**config.mk**
```make
export PLATFORM = sky130hd
export DESIGN_NAME = aes_addroundkey_stage
export DESIGN_NICKNAME = d
export VERILOG_FILES = /design/src/rtl/aes_addroundkey_stage.sv
export SDC_FILE = /design/constraint.sdc
export NUM_CORES = 2
export LEC_CHECK = 0
export CORE_MARGIN = 2
export CORE_UTILIZATION = 60
export DETAILED_ROUTE_END_ITERATION = 10
export PLACE_DENSITY = 0.86
export SETUP_SLACK_MARGIN = 0.5
export SYNTH_ARGS = -nofsm -noshare
export SYNTH_HDL_FRONTEND = slang
export SYNTH_SLANG_ARGS = --single-unit
```
**constraint.sdc**
```tcl
create_clock -name clk -period 21.2 [get_ports clk]
set_input_delay 3.18 -clock clk [delete_from_list [all_inputs] [get_ports clk]]
set_output_delay 3.18 -clock clk [all_outputs]
set_load 0.005 [all_outputs]
```
**src/rtl/aes_addroundkey_stage.sv**
```systemverilog
// AES-128 AddRoundKey stage with an on-the-fly key schedule (one step per accepted beat).
// Optional define AES_ARK_SKID_EN replaces the single output register with a 2-entry skid buffer.
module aes_addroundkey_stage #(
    parameter int NROUNDS = 10
) (
    input  logic         clk,
    input  logic         rst,
    input  logic         key_load,
    input  logic [127:0] key_in,
    input  logic         in_valid,
    output logic         in_ready,
    input  logic [127:0] state_in,
    output logic         out_valid,
    input  logic         out_ready,
    output logic [127:0] state_out,
    output logic [3:0]   round_out,
    output logic         last_out
);

    localparam logic [3:0] LAST_ROUND = 4'(NROUNDS);
    localparam logic [7:0] RCON_INIT  = 8'h01;

    function automatic logic [7:0] xtime(input logic [7:0] a);
        return {a[6:0], 1'b0} ^ (a[7] ? 8'h1b : 8'h00);
    endfunction

    function automatic logic [7:0] gf_mul(input logic [7:0] a, input logic [7:0] b);
        logic [7:0] p;
        logic [7:0] x;
        p = 8'h00;
        x = a;
        for (int i = 0; i < 8; i++) begin
            if (b[i])
                p = p ^ x;
            x = xtime(x);
        end
        return p;
    endfunction

    // x^254 via an addition chain: 254 = 240 + 12 + 2; zero maps to zero naturally
    function automatic logic [7:0] gf_inv(input logic [7:0] a);
        logic [7:0] a2;
        logic [7:0] a3;
        logic [7:0] a12;
        logic [7:0] t;
        a2  = gf_mul(a, a);
        a3  = gf_mul(a2, a);
        a12 = gf_mul(a3, a3);
        a12 = gf_mul(a12, a12);
        t   = gf_mul(a12, a3);
        for (int i = 0; i < 4; i++)
            t = gf_mul(t, t);
        return gf_mul(gf_mul(t, a12), a2);
    endfunction

    function automatic logic [7:0] sbox(input logic [7:0] a);
        logic [7:0] b;
        b = gf_inv(a);
        return b ^ {b[6:0], b[7]} ^ {b[5:0], b[7:6]} ^ {b[4:0], b[7:5]}
                 ^ {b[3:0], b[7:4]} ^ 8'h63;
    endfunction

    function automatic logic [31:0] sub_word(input logic [31:0] w);
        return {sbox(w[31:24]), sbox(w[23:16]), sbox(w[15:8]), sbox(w[7:0])};
    endfunction

    logic         key_ok;
    logic [127:0] rk_cur;
    logic [127:0] key_saved;
    logic [7:0]   rcon;
    logic [3:0]   round;
    logic         accept;
    logic         last_round;
    logic [127:0] ark;

    logic [31:0] w0, w1, w2, w3;
    logic [31:0] t_word;
    logic [31:0] n0, n1, n2, n3;

    assign w0 = rk_cur[31:0];
    assign w1 = rk_cur[63:32];
    assign w2 = rk_cur[95:64];
    assign w3 = rk_cur[127:96];

    // RotWord moves byte0 (bits 31:24) to the least significant byte position
    assign t_word = sub_word({w3[23:0], w3[31:24]}) ^ {rcon, 24'h000000};
    assign n0 = w0 ^ t_word;
    assign n1 = w1 ^ n0;
    assign n2 = w2 ^ n1;
    assign n3 = w3 ^ n2;

    assign last_round = (round == LAST_ROUND);
    assign accept     = in_valid & in_ready;
    assign ark        = state_in ^ rk_cur;

    always_ff @(posedge clk or posedge rst) begin
        if (rst) begin
            key_ok    <= 1'b0;
            rk_cur    <= '0;
            key_saved <= '0;
            rcon      <= RCON_INIT;
            round     <= 4'd0;
        end else if (key_load) begin
            key_ok    <= 1'b1;
            key_saved <= key_in;
            rk_cur    <= key_in;
            rcon      <= RCON_INIT;
            round     <= 4'd0;
        end else if (accept) begin
            if (last_round) begin
                rk_cur <= key_saved;
                rcon   <= RCON_INIT;
                round  <= 4'd0;
            end else begin
                rk_cur <= {n3, n2, n1, n0};
                rcon   <= xtime(rcon);
                round  <= round + 4'd1;
            end
        end
    end

`ifdef AES_ARK_SKID_EN

    typedef struct packed {
        logic [127:0] st;
        logic [3:0]   rnd;
        logic         last;
    } beat_t;

    beat_t      slot0, slot1, slot0_nxt, slot1_nxt, new_beat;
    logic [1:0] count, count_nxt;
    logic       pop;

    assign in_ready = key_ok & ~key_load & (count != 2'd2);
    assign pop      = (count != 2'd0) & out_ready;
    assign new_beat = {ark, round, last_round};

    // slot0 is always the head; a new beat lands behind whatever survives this cycle's pop
    always_comb begin
        slot0_nxt = slot0;
        slot1_nxt = slot1;
        if (pop)
            slot0_nxt = slot1;
        if (accept) begin
            if ((count == 2'd0) || ((count == 2'd1) && pop))
                slot0_nxt = new_beat;
            else
                slot1_nxt = new_beat;
        end
        count_nxt = count + {1'b0, accept} - {1'b0, pop};
    end

    always_ff @(posedge clk or posedge rst) begin
        if (rst) begin
            slot0 <= '0;
            slot1 <= '0;
            count <= 2'd0;
        end else begin
            slot0 <= slot0_nxt;
            slot1 <= slot1_nxt;
            count <= count_nxt;
        end
    end

    assign out_valid = (count != 2'd0);
    assign state_out = slot0.st;
    assign round_out = slot0.rnd;
    assign last_out  = slot0.last;

`else

    assign in_ready = key_ok & ~key_load & (~out_valid | out_ready);

    always_ff @(posedge clk or posedge rst) begin
        if (rst) begin
            out_valid <= 1'b0;
            state_out <= '0;
            round_out <= 4'd0;
            last_out  <= 1'b0;
        end else if (accept) begin
            out_valid <= 1'b1;
            state_out <= ark;
            round_out <= round;
            last_out  <= last_round;
        end else if (out_ready) begin
            out_valid <= 1'b0;
        end
    end

`endif

endmodule

```
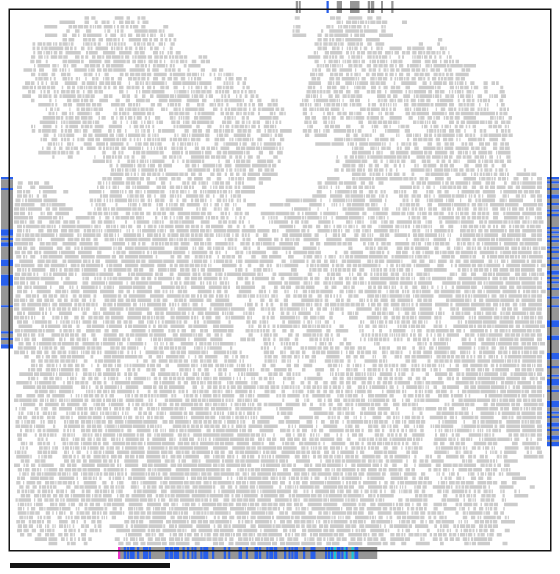
(images/io_placement.png)
Bar = 100 um. Pins as bars across the die edge, other pins in grey.
Key: clk = magenta [pins 1, direction input, edge south]; round_out = cyan [pins 4, direction output, edge south]; key_in = blue [pins 128, direction input, edge 57 south, 49 east, 21 west, 1 north]
All pins by edge: 176 south, 124 east, 79 west, 17 north.
port buffer count: 395
Die Ht: 338 um
Die W: 338 um

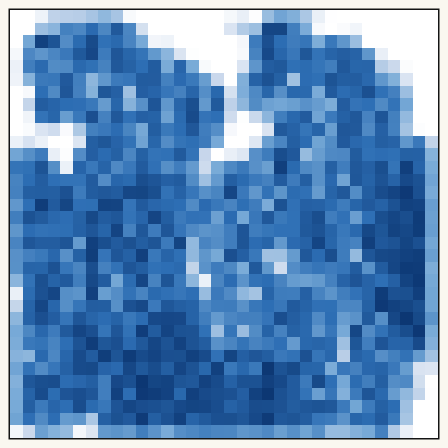
(images/cell_density.png)
The die is cut into 34 by 34 equal tiles; white is low, dark blue is high, 0 to 100% covered.
44% of the tiles are over 75% full. The fullest tile reaches 97%. 7.8% of the tiles are nearly empty. The mean over all tiles is 64%.
Final Util: 67.9%
core area: 111,000 sq um

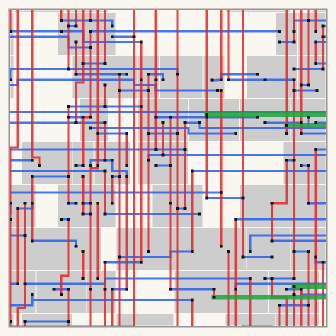
(images/detail.png)
Window x 244 to 264, y 244 to 264 um. Cells in grey, sequential cells in the stronger grey; small squares are vias.
Key: metal 1 = blue; metal 2 = red; metal 3 = green
Most frequent: xor2_1 (6), xnor2_1 (6). Sequential cells in the window: 0. 31 logic cells have their middle in the window.

==> results_slide.txt <==
Flow Results at a Glance

Routing
  • DRT iter0 DRCs: a little under 7,000
  • Post-Route M1 WL: roughly 80,000 um
  • Final ANT Viol Nets: 0
  • Vias per inst: between 6 and 7
  • Routed WL per cell: 21.4 um
  • Detailed-route via count: between 60,000 and 70,000
  • DR DRC count: 0
  • Top layer in use: met5

Clock network
  • Clock Tree Buf Depth: 3
  • Number of hold buffers added after cts: 0
  • Clock slew at reported path FFs: 0.06 ns
  • Maximum level of the CTS H-tree: 2
  • Post-cts resize count: 22
  • Root buf cell: clkbuf_16
  • CTS Sinks: between 400 and 500
  • CTS tree: done
  • CTS buffer count: 49
  • Latency at later pin: 0.67 ns

Floorplan
  • IO Pins: 396
  • Well Taps: 1,488
  • # rows: 122

Timing
  • Post-layout period usage of the worst path: about 94%
  • Worst-margin pin slew: 1.03 ns
  • Max-slew violations: 0
  • RSZ-0062 raised after global routing: false
  • Min Clock Period, post-route: approximately 20 ns
  • Max Clock Skew: between 0.04 and 0.05 ns
  • Final setup viols: 0
  • Setup TNS: 0 ns
  • Peak Freq: 0.0501 GHz
  • Worst setup margin: 1.24 ns

Place
  • Cells after DPL: 9,496
  • Worst slack, placed: roughly 0.066 ns
  • Dpl cell area: roughly 72,000 sq um
  • RePlAce Congestion: 0.974

Worst hold path
  • Hold path start: state_out[94]
  • Hold Path Stages: 2
  • Worst hold endpoint: state_out[94]

Global routing
  • Total track usage: 34.4%
  • Met3 Resource Use GR: 6.17%
  • Met1 usage: 46.4%
  • Initial antenna violation count: 26
  • Number of global-route vias before repair: 57,700
  • GR peak layer: met2
  • Met2 global-route usage: 54.4%
  • Largest net degree at the start of global routing: 149
  • GRT Residual Overflow: 0

Yosys
  • Mapped Area: 67,000 sq um
  • Mean Syn Cell Area: 8.52 sq um
  • Compound-Gate Fraction of Synth Area: 16.2%
  • Top area cell types: xnor2_1 17%, dfrtp_1 15%, xnor3_1 12%
  • Post-synth EDFFs: 0
  • Yosys adder share: 0.560%
  • Ys cells: 7,861
  • Main flop type: dfrtp_1
  • Main logic family: XOR/XNOR gates
  • Seq share, synth: 15.1%
  • Ys flops: 403
  • Top-count cell post-synth: xnor2_1
  • XOR-XNOR Cells, Area Fraction: 40.5%
  • Syn. warnings: 0
  • Cell count after synthesis: between 7,000 and 8,000
  • Mux share: approximately 5.7%
  • Syn_nets: 8,152
  • Async SR Flop Fraction: 100%
  • Post-synth top cells: 1,307 x xnor2_1, 900 x nand2_1, 730 x nor2_1

Layout
  • Fin nets: ~8,400
  • Post-route insts no fill: 9,626
  • Invs w/o clock: 163
  • Diode count: 16
  • Regs by FF count: key_saved x128, rk_cur x128, state_out x128
  • Synth-to-Final Area Change: 12.1%
  • Clock buf count: 64
  • Comb gates: 6,759
  • Layout cells sized above 1: a little under an eighth
  • Clock buffers and inverters, area share: around 2.2%
  • Logic area: ~54,000 sq um
  • Top logic cells by instance count in the layout: 1,261 x xnor2_1, 895 x nand2_1, 726 x nor2_1, 437 x o21ai_0, 394 x clkdlybuf4s50_1
  • Sequential share of cell area: 13.4%
  • Fraction of area in multi-input gates: slightly above 70%
  • Final instance area: 75,100 sq um
  • Buffering overhead: 8.46%
  • FILL cells: ~8,500
  • Non-clock buffers: about 700

Worst setup path
  • CP startpoint kind: flip-flop
  • Worst Path Buf+Inv: 6
  • R2R setup slack: 1.24 ns
  • FF-to-FF Start: rk_cur[112]
  • Crit. End Element: flip-flop
  • Worst Path Class, Setup: flip-flop to flip-flop
  • Cells on worst reg2reg path: approximately 60
  • Critical Path Start: rk_cur[112]
  • Max incr delay on CP: between 0.8 and 0.9 ns
  • Crit path max-delay family: XOR/XNOR gates
  • Critical Path AT: 20.48 ns

Status
  • Status: complete, no violations
